Design serial_comp_ctrl, sky130hd; sources not shown.
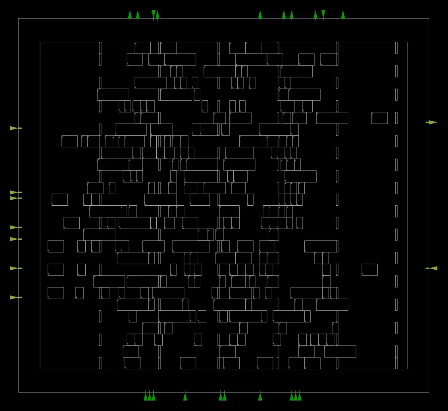
**Above:** run 1 (cell outlines without signal wires).
Tap Cells: 90
flip-flop and latch share of the layout cell area: 33.8%
cell row count: 28
final cell count without fillers: 336

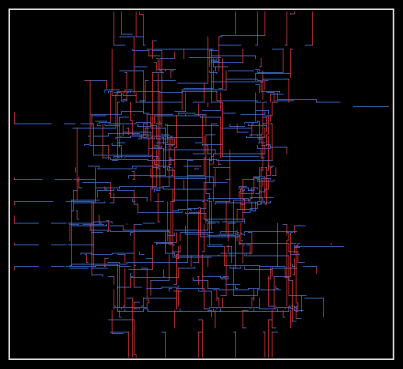
**Above:** run 1 (routed metal, one colour a layer).
(4 px per um) Only two layers are drawn.
Key: M2 = red [wire length 1580 um]; M1 = blue [wire length 1790 um]
via count: 1427
combined global-route utilization of all metal layers: 9.60%
wire length per cell: 10.5 um
final WL: 3.54 mm

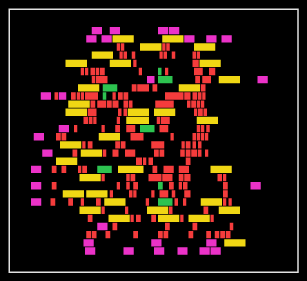
**Above:** run 1 (cells coloured by class).
(3 px per um)
Key: remaining logic cells = red [cells 173, share of their area 45%]; remaining buffers and delay cells = magenta [cells 30, share of their area 15%]; registers = yellow [cells 35, share of their area 36%]; clock drivers and dummy loads = green [cells 8, share of their area 4.1%]
post-route core utilization: 32.1%
design area: 0.00209 mm^2
total core area: 0.00652 mm^2

==> reports/notes.md, run 1 <==
- buffer levels on the longest clock path: 2
- total number of cells along the worst setup path: 13
- YS warnings: 0
- post-synthesis register bit count: 35
- Flop pwr share: 36.0%
- count of maximum capacitance violations: 0
- Tmin final: 1.75 ns
- detailed route wirelength on metal3: 100 um
- Bufs and invs on worst path: 2
- met2 routed wirelength: 1.58 mm
- Fmax achieved: 572 MHz
- placed wire-length estimate: 2.72 mm
- placed inst area: 0.00200 mm^2
- area fraction in mux cells: 0%
- setup slack at placement: 0.435 ns
- fraction of synthesized cell area taken by the top area cell type: 42.4%
- combinational share of power: 46.4%
- total chip power: 2330 uW
- number of instances in the synthesized netlist: 217
- Die ar.: 0.00834 mm^2
- logic area: 774 um^2
- cell chain of the critical path: ha_1 > nand3_1 > inv_1 > nand3_1 > nand2_1 > nand2_1 > nand2_1 > nand2_1 > nand3_4 > nand2_4 > inv_2 > nor2_1 > nor2_1
- DRC errors left: 0
- most frequently used flop master after synthesis: dfxtp_1
- Via density: 4.25
- root buf cell: clkbuf_8
- switching portion of total power: 41.3%
- # clock sinks: 35
- combined area of all synthesized cells: 0.00165 mm^2
- sequential cell area in the final layout: 706 um^2
- cell count after placement: 328
- result of the run: complete, no violations
- hold buffers post-CTS: 0
- number of nets at the end of the flow: 269
- Min-Delay Path Class: register to register
- ports placed on the boundary: 29
- final worst-path setup slack: 0.652 ns
- total overflow reported by the global router: 0
- switching power summed over all nets: 961 uW
- Final Hold Fails: 0
- arrival time reported for the critical path endpoint: 1.93 ns
- Worst Hold Path Cells: 2
- H-tree depth reported by CTS: 2
- signed area change from the synthesized netlist to the final layout: 26.4%
- Synth Seq Share: 42.4%
**Run 1: register map, names as in the netlist**

(6 px per um) Other sequential cells in the stronger grey, the rest of the logic in the fainter grey.
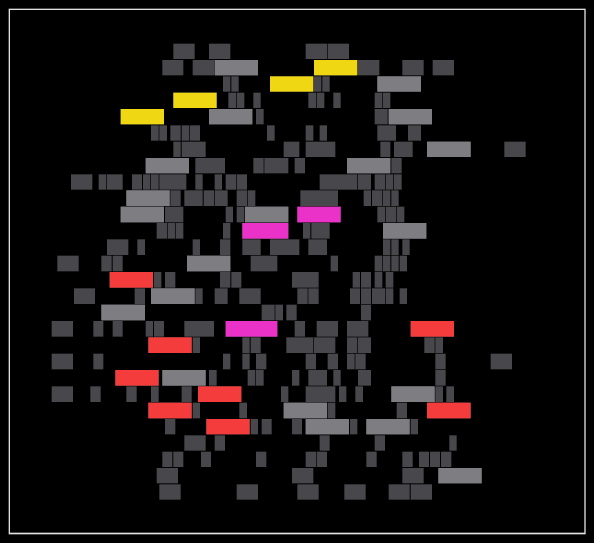

==> run 2: changes to the inputs <==
Clock period 2.4 ns to 1.7 ns, I/O delays scaled along.
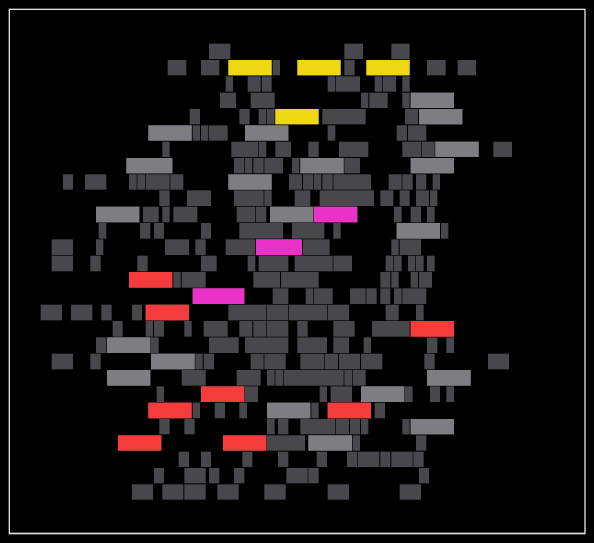
**Above:** run 2 (register map, names as in the netlist).
(6 px per um) Other sequential cells in the stronger grey, the rest of the logic in the fainter grey.
Key: b_r = red [sequential cells 8]; bits_used = yellow [sequential cells 4, where north]; idx = magenta [sequential cells 3]
Another 20 sequential cells are not coloured.
sequential cell area in the final layout: 707 um^2
post-route core utilization: 37.6%

==> run 2 against run 1 <==
Effect of this change:
- synthesized cell count unchanged
- register-to-register slack worse by 0.63 ns
- critical path depth grew 3
- routed wire length grew 11%
- first-iteration DRC count up 50%
- final cell count up 3.9%
- setup slack worse by 0.63 ns
- non-clock buffer count increased by 13
==> reports/notes.md, run 2 <==
- total core area: 0.00652 mm^2, unchanged
- met2 routed wirelength: 1.74 mm, +10%
- Tmin final: 1.68 ns, -0.0693 ns
- detailed route wirelength on metal3: 105 um, +5.0%
- signed area change from the synthesized netlist to the final layout: 48.3%
- # clock sinks: 35, unchanged
- total overflow reported by the global router: 0, unchanged
- buffer levels on the longest clock path: 2, unchanged
- most frequently used flop master after synthesis: dfxtp_1
- logic area: 976 um^2, +26%
- final WL: 3.92 mm, +11%
- setup slack at placement: -0.0697 ns, -0.505 ns
- wire length per cell: 11.2 um, +6.5%
- Fmax achieved: 596 MHz, +4.1%
- number of nets at the end of the flow: 283, +5.2%
- area fraction in mux cells: 0%, unchanged
- H-tree depth reported by CTS: 2, unchanged
- switching portion of total power: 42.9%, +1.6 points
- post-synthesis register bit count: 35, unchanged
- combined area of all synthesized cells: 0.00165 mm^2, unchanged
- result of the run: complete, no violations
- Tap Cells: 90, unchanged
- final cell count without fillers: 349, +3.9%
- cell row count: 28, unchanged
- via count: 1484, +4.0%
- final worst-path setup slack: 0.0212 ns, -0.631 ns
- count of maximum capacitance violations: 0, unchanged
- switching power summed over all nets: 1750 uW, +82%
- combinational share of power: 55.9%, +9.5 points
- Die ar.: 0.00834 mm^2, unchanged
- number of instances in the synthesized netlist: 217, unchanged
- combined global-route utilization of all metal layers: 10.0%, +0.44 points
- root buf cell: clkbuf_8
- Synth Seq Share: 42.4%, unchanged
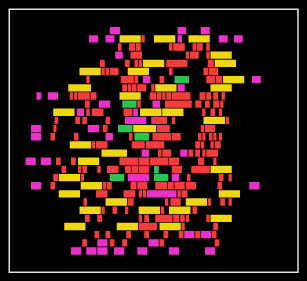
**Above:** run 2 (cells coloured by class).
(3 px per um)
Key: remaining buffers and delay cells = magenta [cells 43, share of their area 18%]; registers = yellow [cells 35, share of their area 30%]; clock drivers and dummy loads = green [cells 7, share of their area 3.7%]; remaining logic cells = red [cells 174, share of their area 48%]
flip-flop and latch share of the layout cell area: 28.8%
design area: 0.00245 mm^2

No activity file was given, so power comes from the tool's default toggle rates.
